Figure 1. Track usage over the die (run 1).
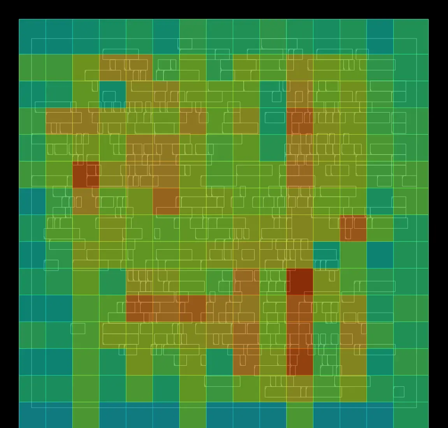
Figure 2. Signal wires by layer (run 1).
Scale: 6 px per micron. Only two layers are drawn.
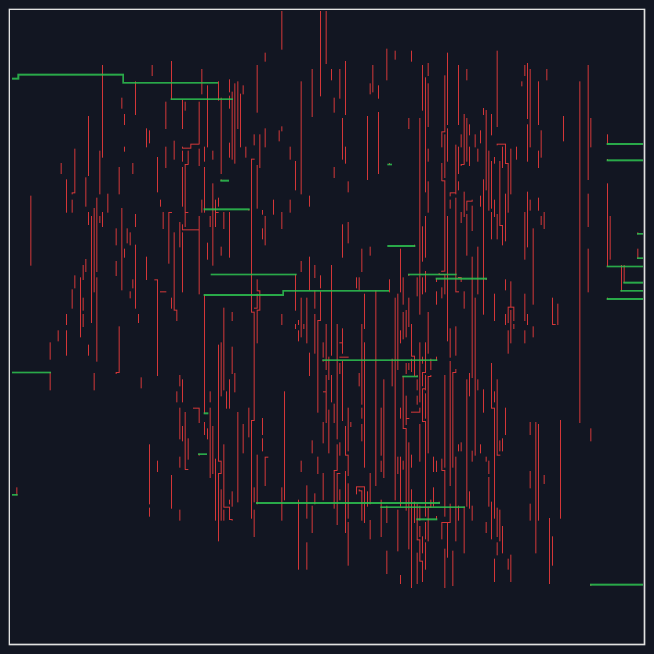
Figure 3. Floorplan with the power grid (run 1).
Scale: 4 px per micron. Pins as bars on the die edge.
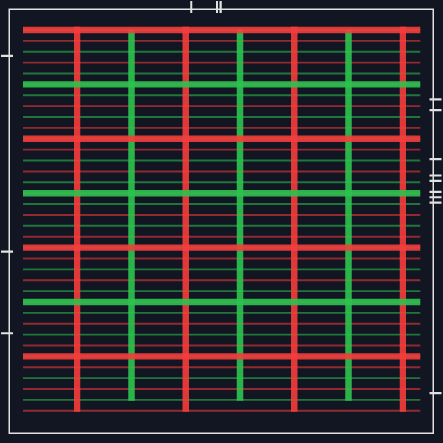
File: src/rtl/flow_light_ctrl_pkg.sv
// Command and state codes shared by the flowing-light sequencer and the display
// datapath, plus the speed-to-period helper used by the prescaler.
package flow_light_ctrl_pkg;

    typedef enum logic [1:0] {
        DIR_HOLD   = 2'b00,
        DIR_SHR    = 2'b01,
        DIR_SHL    = 2'b10,
        DIR_RELOAD = 2'b11
    } dir_cmd_e;

    typedef enum logic [1:0] {
        S_LOAD  = 2'd0,
        S_RUN   = 2'd1,
        S_PAUSE = 2'd2
    } state_e;

    // Speed 3 steps every base_div cycles; each lower speed doubles the period.
    function automatic int unsigned period_cycles(input int unsigned base_div,
                                                  input logic [1:0]  speed);
        return base_div << (2'd3 - speed);
    endfunction

endpackage

File: src/rtl/flow_light_ctrl_if.sv
// Command bundle from the sequencer to the 16-LED display register.
interface flow_light_ctrl_if #(
    parameter int NUM_LEDS = 16
);
    localparam int POS_W = $clog2(NUM_LEDS);

    logic [1:0]       Dir_Sel;
    logic             Step;
    logic             Mode;
    logic [POS_W-1:0] Pos;

    modport master (output Dir_Sel, Step, Mode, Pos);
    modport slave  (input  Dir_Sel, Step, Mode, Pos);

endinterface

File: src/rtl/flow_light_ctrl_button_debounce.sv
// Push-button conditioner: 2-FF synchroniser, then a level that only follows
// the synced input after it has differed from it for DB_CYCLES straight cycles.
module button_debounce #(
    parameter int DB_CYCLES = 1_000_000
) (
    input  logic CLK,
    input  logic Reset,
    input  logic btn_raw,
    output logic btn_level
);
    localparam int CNT_W = $clog2(DB_CYCLES + 1);

    logic [1:0]       sync_q;
    logic             btn_s;
    logic [CNT_W-1:0] cnt;

    assign btn_s = sync_q[1];

    always_ff @(posedge CLK or negedge Reset) begin
        if (!Reset) begin
            sync_q    <= '0;
            cnt       <= '0;
            btn_level <= 1'b0;
        end else begin
            sync_q <= {sync_q[0], btn_raw};
            // Any bounce back to the accepted level restarts the stability window.
            if (btn_s == btn_level) begin
                cnt <= '0;
            end else if (cnt == CNT_W'(DB_CYCLES - 1)) begin
                btn_level <= btn_s;
                cnt       <= '0;
            end else begin
                cnt <= cnt + 1'b1;
            end
        end
    end

endmodule

File: src/rtl/flow_light_ctrl.sv
// Flowing-light sequencer: switch synchronisers, speed prescaler and the
// load/run/pause mode FSM that commands the display register.
module flow_light_ctrl
    import flow_light_ctrl_pkg::*;
#(
    parameter int BASE_DIV  = 6_250_000,
    parameter int DB_CYCLES = 1_000_000,
    parameter int NUM_LEDS  = 16
) (
    input  logic              CLK,
    input  logic              Reset,
    input  logic [1:0]        speed,
    input  logic              RLSwitch,
    input  logic              PauseSwitch,
    input  logic              Button_mid,
    flow_light_ctrl_if.master disp
);
    localparam int               CNT_W    = $clog2(BASE_DIV << 3);
    localparam int               POS_W    = $clog2(NUM_LEDS);
    localparam logic [POS_W-1:0] LAST_POS = POS_W'(NUM_LEDS - 1);

    // ---------------- input conditioning ----------------
    logic [3:0] sync_meta;
    logic [3:0] sync_q;
    logic [1:0] speed_s;
    logic [1:0] speed_q;
    logic       rl_s;
    logic       pause_s;
    logic       btn_level;
    logic       btn_level_q;
    logic       press;

    // NOTE: sequential state is always written with <= so every flop samples pre-edge values.
    always_ff @(posedge CLK or negedge Reset) begin
        if (!Reset) begin
            sync_meta   <= '0;
            sync_q      <= '0;
            speed_q     <= '0;
            btn_level_q <= 1'b0;
        end else begin
            sync_meta   <= {speed, RLSwitch, PauseSwitch};
            sync_q      <= sync_meta;
            speed_q     <= speed_s;
            btn_level_q <= btn_level;
        end
    end

    assign {speed_s, rl_s, pause_s} = sync_q;

    button_debounce #(
        .DB_CYCLES (DB_CYCLES)
    ) u_debounce (
        .CLK       (CLK),
        .Reset     (Reset),
        .btn_raw   (Button_mid),
        .btn_level (btn_level)
    );

    // Only the press edge matters; release is ignored.
    assign press = btn_level & ~btn_level_q;

    // ---------------- prescaler ----------------
    state_e           state;
    state_e           state_d;
    logic [CNT_W-1:0] cnt;
    logic [CNT_W-1:0] period_m1;
    logic             tick;

    assign period_m1 = CNT_W'(period_cycles(BASE_DIV, speed_s) - 32'd1);
    assign tick      = (state == S_RUN) && (cnt == period_m1);

    always_ff @(posedge CLK or negedge Reset) begin
        if (!Reset) begin
            cnt <= '0;
        end else if (speed_s != speed_q) begin
            // A new speed restarts the count so the new rate applies at once.
            cnt <= '0;
        end else if (state == S_RUN) begin
            cnt <= tick ? '0 : cnt + 1'b1;
        end
    end

    // ---------------- mode FSM ----------------
    dir_cmd_e         dir_sel;
    dir_cmd_e         dir_sel_d;
    logic             step;
    logic             step_d;
    logic             mode;
    logic             mode_d;
    logic             dir;
    logic             dir_d;
    logic             next_dir;
    logic             at_end;
    logic [POS_W-1:0] pos;
    logic [POS_W-1:0] pos_d;

    assign at_end = (pos == LAST_POS);

    // Direction taken on a tick: fixed mode follows the switch, bounce mode
    // reverses once a full sweep of NUM_LEDS-1 shifts has been made.
    assign next_dir = mode ? (at_end ? ~dir : dir) : rl_s;

    always_ff @(posedge CLK or negedge Reset) begin
        if (!Reset) state <= S_LOAD;
        else        state <= state_d;
    end

    always_comb begin
        // NOTE: every output of this block gets a default first so no latch is inferred.
        state_d   = state;
        dir_sel_d = DIR_HOLD;
        step_d    = 1'b0;
        mode_d    = mode;
        dir_d     = dir;
        pos_d     = pos;

        case (state)
            S_LOAD: begin
                dir_sel_d = DIR_RELOAD;
                step_d    = 1'b1;
                pos_d     = '0;
                dir_d     = rl_s;
                // This cycle already reloads, so a press here only flips the mode
                // instead of requesting a second back-to-back RELOAD.
                if (press) mode_d = ~mode;
                state_d = pause_s ? S_PAUSE : S_RUN;
            end
            S_RUN: begin
                if (press) begin
                    mode_d  = ~mode;
                    state_d = S_LOAD;
                end else if (pause_s) begin
                    state_d = S_PAUSE;
                end else if (tick) begin
                    step_d    = 1'b1;
                    dir_d     = next_dir;
                    dir_sel_d = next_dir ? DIR_SHL : DIR_SHR;
                    pos_d     = at_end ? '0 : pos + 1'b1;
                end
            end
            S_PAUSE: begin
                if (press) begin
                    mode_d  = ~mode;
                    state_d = S_LOAD;
                end else if (!pause_s) begin
                    state_d = S_RUN;
                end
            end
            default: state_d = S_LOAD;
        endcase
    end

    always_ff @(posedge CLK or negedge Reset) begin
        if (!Reset) begin
            dir_sel <= DIR_HOLD;
            step    <= 1'b0;
            mode    <= 1'b0;
            dir     <= 1'b0;
            pos     <= '0;
        end else begin
            dir_sel <= dir_sel_d;
            step    <= step_d;
            mode    <= mode_d;
            dir     <= dir_d;
            pos     <= pos_d;
        end
    end

    assign disp.Dir_Sel = dir_sel;
    assign disp.Step    = step;
    assign disp.Mode    = mode;
    assign disp.Pos     = pos;

endmodule

File: src/flat_wrapper.sv
// flat-port wrapper written by rule: the top's interface ports become plain ports
module flow_light_ctrl_flat import flow_light_ctrl_pkg::*;
#(
    parameter int BASE_DIV  = 6_250_000,
    parameter int DB_CYCLES = 1_000_000,
    parameter int NUM_LEDS  = 16
)
  (CLK, Reset, speed, RLSwitch, PauseSwitch, Button_mid, disp_Dir_Sel, disp_Step, disp_Mode, disp_Pos);
  flow_light_ctrl_if #(.NUM_LEDS(NUM_LEDS)) disp_i ();
  input  logic CLK;
  input  logic Reset;
  input  logic [1:0] speed;
  input  logic RLSwitch;
  input  logic PauseSwitch;
  input  logic Button_mid;
  output wire logic [$bits(disp_i.Dir_Sel)-1:0] disp_Dir_Sel;
  output wire logic [$bits(disp_i.Step)-1:0] disp_Step;
  output wire logic [$bits(disp_i.Mode)-1:0] disp_Mode;
  output wire logic [$bits(disp_i.Pos)-1:0] disp_Pos;
  assign disp_Dir_Sel = disp_i.Dir_Sel;
  assign disp_Step = disp_i.Step;
  assign disp_Mode = disp_i.Mode;
  assign disp_Pos = disp_i.Pos;
  flow_light_ctrl #(.BASE_DIV(BASE_DIV), .DB_CYCLES(DB_CYCLES), .NUM_LEDS(NUM_LEDS)) u_core (.CLK(CLK), .Reset(Reset), .speed(speed), .RLSwitch(RLSwitch), .PauseSwitch(PauseSwitch), .Button_mid(Button_mid), .disp(disp_i));
endmodule
File: config.mk
export PLATFORM = sky130hd
export DESIGN_NAME = flow_light_ctrl_flat
export DESIGN_NICKNAME = d
export VERILOG_FILES = /design/src/rtl/flow_light_ctrl_pkg.sv /design/src/rtl/flow_light_ctrl_if.sv /design/src/rtl/flow_light_ctrl_button_debounce.sv /design/src/rtl/flow_light_ctrl.sv /design/src/flat_wrapper.sv
export SDC_FILE = /design/constraint.sdc
export NUM_CORES = 1
export LEC_CHECK = 0
export CAP_MARGIN = 15
export CORE_MARGIN = 3
export CORE_UTILIZATION = 35
export CTS_CLUSTER_DIAMETER = 50
export DETAILED_ROUTE_END_ITERATION = 6
export PLACE_DENSITY = 0.51
export REMOVE_ABC_BUFFERS = 1
export SLEW_MARGIN = 20
export SYNTH_ARGS = -nofsm -noshare
export SYNTH_HDL_FRONTEND = slang
export SYNTH_SLANG_ARGS = --single-unit
export TNS_END_PERCENT = 50
File: constraint.sdc
create_clock -name CLK -period 3.4 [get_ports CLK]
set_input_delay 0.68 -clock CLK [delete_from_list [all_inputs] [get_ports CLK]]
set_output_delay 0.68 -clock CLK [all_outputs]
set_load 0.01 [all_outputs]
==> results.toml, run 1 <==
# synthesis and place-and-route metrics
[logic_synthesis]
simple_gate_area_share_pct = 26.4
synth_area_sq_um = 3470
largest_area_cell = "dfrtp_1"
synth.top_cell.area_share_pct = 51.1
ys_cells = 356
netlist_logic_family_top = "simple AND/OR/NAND/NOR gates"
synth-seq-cells = 71
ys_area_sq_um = 3470
avgSynthCellArea_sq_um = 9.76
synth.cells.most_frequent = "nor2_1 (72), dfrtp_1 (71), nand2_1 (30), xnor2_1 (29), xor2_1 (21)"
mux_share_pct = 1.08
most_common_cell = "nor2_1"
flop_cell = "dfrtp_1"
synthArstFlopShare_pct = 100
ys_sh_adder_pct = 1.73

[drt]
drc = 0
wl_met3_microns = 236
wl_met2_mm = 2.85
vias_per_cell = 4.78
wl_met1_mm = 3.62
topRoutingLayerUsed = "met4"

[worst_setup_path]
crit_type = "register to register"
crit_buf_inv = 0
critPathCapture = "u_core.disp.Pos[0]"
startpoint = "u_core.sync_q[2]"
r2r_setup_slack_ns = 0.69
crit_path_max_incr_delay_ns = 0.53
crit_fanout = 15
ff2ff_path_depth = 9
cp_top_family = "simple AND/OR/NAND/NOR gates"
path_cells = "nand2b_1 -> ha_1 -> xor2_1 -> o22ai_2 -> a2bb2o_4 -> nor4_4 -> nand2_2 -> mux2_4 -> a22o_1"
cpMaxStageDelayCell = "dfrtp_1"

[die]
die_height_microns = 106
core_util_floorplan_pct = 36.7
core_area_sq_um = 9460
die_x_microns = 106
row_count = 35
die-area_sq_um = 11200

[power_and_ir_drop]
p_clk_mw = 0.643
comb_power_share_pct = 5.5
p_int_mw = 1.17
clkPwrFrac_pct = 40.0
switching_share_pct = 27.1
comb_power_mw = 0.0888
leakagePower_nw = 1.57
switchingPower_mw = 0.436

[cts]
clk_pin_slew_worst_paths_ns = 0.10
clk_latency_ns = 0.35
htree_levels = 3
cts-root-buf = "clkbuf_8"
cts_buffer_depth = 2
cts_buffers = 9
clock-sinks = 71

[timing]
report.final.slew_viol_count = 0
final.min_clock_period_ns = 2.71
hold_violations = 0
grt_setup_unrepaired = "no"
post-route-period-util_pct = 79.6
setup_viol = 0
slew_headroom_pct = 40.0

[final_layout]
final_cells = 510
regMostFlops = "u_core.cnt"
n_antenna_cell = 0
seqAreaFraction_pct = 45.0
drive_gt1_share_pct = 8.66
design_area_sq_um = 3950
bufAreaShareNonClock_pct = 4.25
inv_count = 10
reg_top3 = "u_core.cnt (26), u_core.u_debounce.cnt (20)"
logic_gates = 266
lay_top_cells = "nor2_1 (72), dfrtp_1 (71), nand2_1 (30), xnor2_1 (29), xor2_1 (21)"
final_common_cell = "nor2_1"
n_all_buffers = 18
ff_count = 71
nClkBuffers = 9
comb_area_sq_um = 1620
clkCellAreaFrac_pct = 4.69
area_growth_syn_to_layout_pct = 13.6
comb_share_pct = 41.0

[placement]
portBuffers = 14
dp_hpwl_mm = 4.67
place_inst = 494
gp_congestion = 0.783
preCtsSetupSlack_ns = 0.700

[grt]
grt_pass1_wl_mm = 11.7
globalRoute.totalOverflow = 0
grt_busiest_layer = "met1"
antenna_found_initial = 0
grt_use_met2_pct = 18.3

[flow_run]
cap_viol_max_count = 0

[worst_hold_path]
hold_class = "register to register"
hold_end = "u_core.sync_q[0]"

[run_status]
status = "finished clean"
Back to the opening pictures, Figure 1:
Final Util: 41.7%
GRT Total Usage: 13.3%
GR Layer Usage met1: 20.1%
mean routed wirelength per cell: 13.3 microns

Back to the opening pictures, Figure 2:
colour	layer	wire length
red	M2	2,850 microns
green	M3	237 microns
Routed WL: 6.78 mm
via count: 2,439

Back to the opening pictures, Figure 3:
colour	net
green	VDD
red	VSS
met4 straps	7
met1 rails	36

==> inputs of run 2 (changes only) <==
--- a/config.mk
+++ b/config.mk
@@ -10,7 +10,7 @@
 export CORE_UTILIZATION = 35
 export CTS_CLUSTER_DIAMETER = 50
 export DETAILED_ROUTE_END_ITERATION = 6
-export PLACE_DENSITY = 0.51
+export PLACE_DENSITY = 0.53
 export REMOVE_ABC_BUFFERS = 1
 export SLEW_MARGIN = 20
 export SYNTH_ARGS = -nofsm -noshare
==> constraint.sdc (replaced) <==
create_clock -name CLK -period 2.35 [get_ports CLK]
set_input_delay 0.47 -clock CLK [delete_from_list [all_inputs] [get_ports CLK]]
set_output_delay 0.47 -clock CLK [all_outputs]
set_load 0.01 [all_outputs]
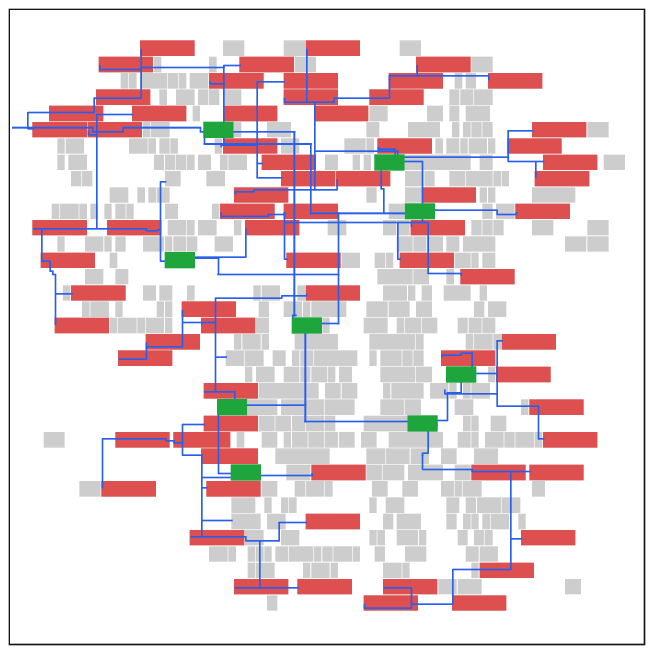
Figure 4: run 2, clock distribution.
Scale: 6 px per micron.
[blue] clock wires | length: 1,040 microns
[red] flip-flops | count: 71
[green] clock-net drivers | count: 9
routed clock nets	10
flops lie	all over the die
clock skew: 0.0201 ns
Clk pwr share: 41.4%
clock insertion delay at the later pin of the skew report: 0.36 ns
Power Clock: 1.03 mW

==> run 2 against run 1 <==
Compared with the run above:
- sequential power grew 45%
- utilization increased by 4.8 points
- the flow now finishes with violations (negative setup slack)
- critical path depth unchanged
- power is 54% higher
- hold slack got worse by 0.27 ns
- combinational power rose by 110%
- wire length increased by 6.8%
- flip-flop count did not move
- sequential share of layout area decreased by 4.6 points
- maximum frequency rose by 9.2%
==> results.toml, run 2 <==
# synthesis and place-and-route metrics
[logic_synthesis]
largest_area_cell = "dfrtp_1"
ys_sh_adder_pct = 1.73
ys_area_sq_um = 3470
flop_cell = "dfrtp_1"
netlist_logic_family_top = "simple AND/OR/NAND/NOR gates"
mux_share_pct = 1.08
most_common_cell = "nor2_1"
simple_gate_area_share_pct = 26.4
synth.cells.most_frequent = "nor2_1 (72), dfrtp_1 (71), nand2_1 (30), xnor2_1 (29), xor2_1 (21)"
area_leaders = "dfrtp_1 (51%), nor2_1 (7.8%), xnor2_1 (7.3%)"
synth_area_sq_um = 3470
post_synth_xor_area_fraction_pct = 12.6
avgSynthCellArea_sq_um = 9.76
ys_seq_share_pct = 51.1
edf_count = 0
ys_cells = 356
synth.top_cell.area_share_pct = 51.1
synth.distinct_cells = 45
synthArstFlopShare_pct = 100
synth-seq-cells = 71

[final_layout]
ff_count = 71
nClkBuffers = 11
logic_gates = 266
largestClassByArea = "combinational gates"
inv_count = 10
largest_register_ffs = 26
comb_share_pct = 41.0
regMostFlops = "u_core.cnt"
area_growth_syn_to_layout_pct = 26.6
final_common_cell = "dfrtp_1"
reg_top3 = "u_core.cnt (26), u_core.u_debounce.cnt (20)"
drive_gt1_share_pct = 20.6
comb_area_sq_um = 1800
n_antenna_cell = 0
n_all_buffers = 45
bufAreaShareNonClock_pct = 9.41
seqAreaFraction_pct = 40.4
nFillCells = 877
final_cells = 537
lay_top_cells = "dfrtp_1 (69), nor2_1 (67), nand2_1 (29), xnor2_1 (28), buf_4 (25)"
design_area_sq_um = 4400
clkCellAreaFrac_pct = 4.66

[die]
die-area_sq_um = 11200
core_util_floorplan_pct = 36.7
taps = 129
die_x_microns = 106
core_area_sq_um = 9460
row_count = 35
die_height_microns = 106

[timing]
slew_headroom_pct = 63.0
hold_violations = 0
fin_tns_setup_ns = -2.97
setup_viol = 29
grt_setup_unrepaired = "yes"
fin_ws_ns = -0.128
worst_pin_slew_ns = 0.551
final.min_clock_period_ns = 2.48
report.final.slew_viol_count = 0
post-route-period-util_pct = 105
fmax_mhz = 404
hold_ws_ns = 0.0831

[drt]
wl_met3_microns = 242
drc = 0
wl_met1_mm = 3.54
wl_met2_mm = 3.34
wl_per_cell_microns = 13.5
drtIter0Drc = 131
topRoutingLayerUsed = "met4"
ant_nets = 0
drt_wl_total_mm = 7.24
dr.pass1.iters = 4
vias_per_cell = 4.79
num_vias = 2570

[grt]
met1_usage_pct = 19.5
grt_pass1_wl_mm = 12.4
grt_pass1_vias = 2587
globalRoute.totalOverflow = 0
use_met3_pct = 4.10
grt_max_degree = 38
antenna_found_initial = 0
grt_use_met2_pct = 20.6

[power_and_ir_drop]
leakagePower_nw = 1.76
comb_power_share_pct = 7.6
total_power_mw = 2.48
sequentialPower_mw = 1.27
maxPowerGroup = "registers"
vdd_drop_max_mv = 0.313
power.density_nw_per_um2 = 564
switchingPower_mw = 0.622
p_int_mw = 1.86
comb_power_mw = 0.188
switching_share_pct = 25.1

[cts]
cts-root-buf = "clkbuf_8"
htree_levels = 3
cts_resized = 17
clock-sinks = 71
clk_pin_slew_worst_paths_ns = 0.08
cts_buffers = 9
cts_buffer_depth = 2
postCtsSetupBuffers = 1

[worst_setup_path]
crit_path_max_incr_delay_ns = 0.54
rr_endpoint = "u_core.cnt[11]"
crit_type = "register to register"
cp.arrival_ns = 2.71
r2r_setup_slack_ns = -0.13
crit_buf_inv = 2
path_depth = 9
ff2ff_path_depth = 9
startpoint = "u_core.sync_q[2]"
cp-start-kind = "register"
critPathCapture = "u_core.cnt[11]"
path_cells = "buf_6 -> nor4bb_4 -> nor2_1 -> or4_4 -> nor3_4 -> nand3_2 -> o21ai_4 -> buf_6 -> nor2_1"
crit_fanout = 8
cp_top_family = "simple AND/OR/NAND/NOR gates"
cpMaxStageDelayCell = "or4_4"

[run_status]
status = "finished, violations left"
violations = "negative setup slack"

[placement]
gp_congestion = 0.748
placedInstanceArea_sq_um = 3930
preCtsSetupSlack_ns = -0.154
place_inst = 514
portBuffers = 14
dp_hpwl_mm = 4.76

[flow_run]
warnings = 27
cap_viol_max_count = 0

[worst_hold_path]
hold_class = "input port to async pin"
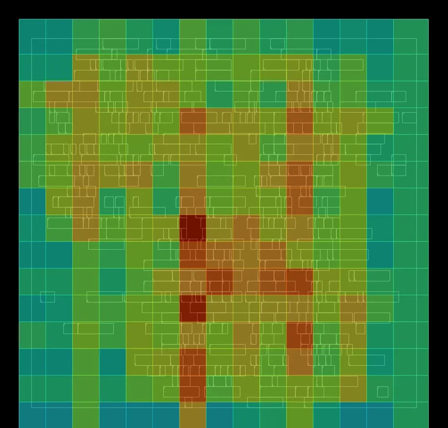
Figure 5: run 2, track usage over the die.
GRT Total Usage: 13.9%
Final Util: 46.5%
GR peak layer: met2

==> inputs of run 3 (changes only) <==
--- a/config.mk
+++ b/config.mk
@@ -10,7 +10,8 @@
 export CORE_UTILIZATION = 35
 export CTS_CLUSTER_DIAMETER = 50
 export DETAILED_ROUTE_END_ITERATION = 6
-export PLACE_DENSITY = 0.53
+export DONT_BUFFER_PORTS = 1
+export PLACE_DENSITY = 0.51
 export REMOVE_ABC_BUFFERS = 1
 export SLEW_MARGIN = 20
 export SYNTH_ARGS = -nofsm -noshare
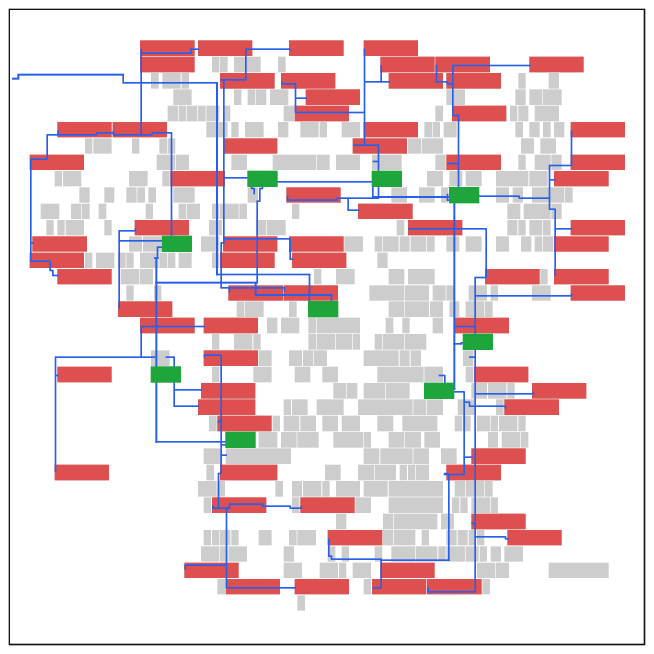
Figure 6: run 3, clock distribution.
Scale: 6 px per micron.
[blue] clock wires | length: 1,010 microns
[red] flip-flops | count: 71
[green] clock-net drivers | count: 9
flops lie	all over the die
clock insertion delay at the later pin of the skew report: 0.34 ns
Clk pwr share: 41.0%
Power Clock: 0.987 mW

==> run 3 against run 2 <==
Compared with the run above:
- the run ends with negative hold slack, negative setup slack left
- combinational power fell by 18%
- highest routed layer unchanged
- count of clock-buffer cells in the layout unchanged
- critical path depth stayed put
- global-route usage rose by 0.081 points
- utilization decreased by 2.2 points
- synthesized area is the same
- sequential power barely moved
- register-to-register slack better by 0.08 ns
- cell count shrank 2.8%
- power shrank 3.0%
- final area shrank 4.8%
==> results.toml, run 3 <==
# synthesis and place-and-route metrics
[placement]
portBuffers = 0
placedInstanceArea_sq_um = 3810
preCtsSetupSlack_ns = -0.146

[final_layout]
largestClassByArea = "registers"
final_core_util_pct = 44.3
n_antenna_cell = 0
largest_register_ffs = 26
ff_count = 71
nClkBuffers = 11
area_growth_syn_to_layout_pct = 20.5
design_area_sq_um = 4190
comb_area_sq_um = 1740
inv_count = 10
lay_top_cells = "nor2_1 (71), dfrtp_1 (69), nand2_1 (30), xnor2_1 (28), buf_4 (25)"

[timing]
grt_setup_unrepaired = "yes"
setup_viol = 26
post-route-period-util_pct = 102
hold_violations = 2
fin_skew_ns = 0.0150
fmax_mhz = 418
slew_headroom_pct = 66.2
hold_ws_ns = -0.00272
fin_ws_ns = -0.0440
fin_tns_setup_ns = -0.745

[worst_setup_path]
startpoint = "u_core.sync_q[2]"
crit_buf_inv = 1
crit_path_max_incr_delay_ns = 0.53
path_depth = 9
crit_fanout = 12
crit_type = "register to register"
cp.arrival_ns = 2.62
rr_endpoint = "u_core.cnt[7]"
path_cells = "nand2b_4 -> ha_4 -> xnor2_2 -> or4_4 -> nor3_4 -> nand3_2 -> o21ai_4 -> buf_6 -> nor2_1"
r2r_setup_slack_ns = -0.04

[grt]
met1_usage_pct = 18.5
use_met3_pct = 4.16

[run_status]
status = "finished, violations left"
violations = "negative hold slack, negative setup slack"

[power_and_ir_drop]
switchingPower_mw = 0.580
sequentialPower_mw = 1.27
switching_share_pct = 24.1
power.density_nw_per_um2 = 575
maxPowerGroup = "registers"

[die]
taps = 129
die_x_microns = 106

[flow_run]
cap_viol_max_count = 0
warnings = 27

[logic_synthesis]
ys_seq_share_pct = 51.1
edf_count = 0
flop_cell = "dfrtp_1"
area_leaders = "dfrtp_1 (51%), nor2_1 (7.8%), xnor2_1 (7.3%)"
simple_gate_area_share_pct = 26.4
synth.top_cell.area_share_pct = 51.1
synth.distinct_cells = 45
largest_area_cell = "dfrtp_1"

[drt]
dr.pass1.iters = 4
num_vias = 2494
wl_met2_mm = 3.23
wl_met1_mm = 3.52

[cts]
htree_levels = 3
cts-root-buf = "clkbuf_8"
clk_pin_slew_worst_paths_ns = 0.08
clock-sinks = 71
cts_resized = 20
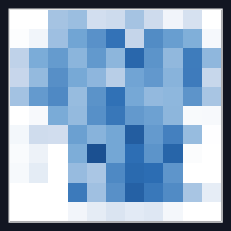
Figure 7: run 3, local utilization.
Scale: 2 px per micron. 11 x 11 tiles, from white (low) to dark blue (high), 0 to 100% covered.
fullest tile	87%
densest ninth of the die	middle
nearly empty tiles	17%

Power and IR drop assume default switching activity.
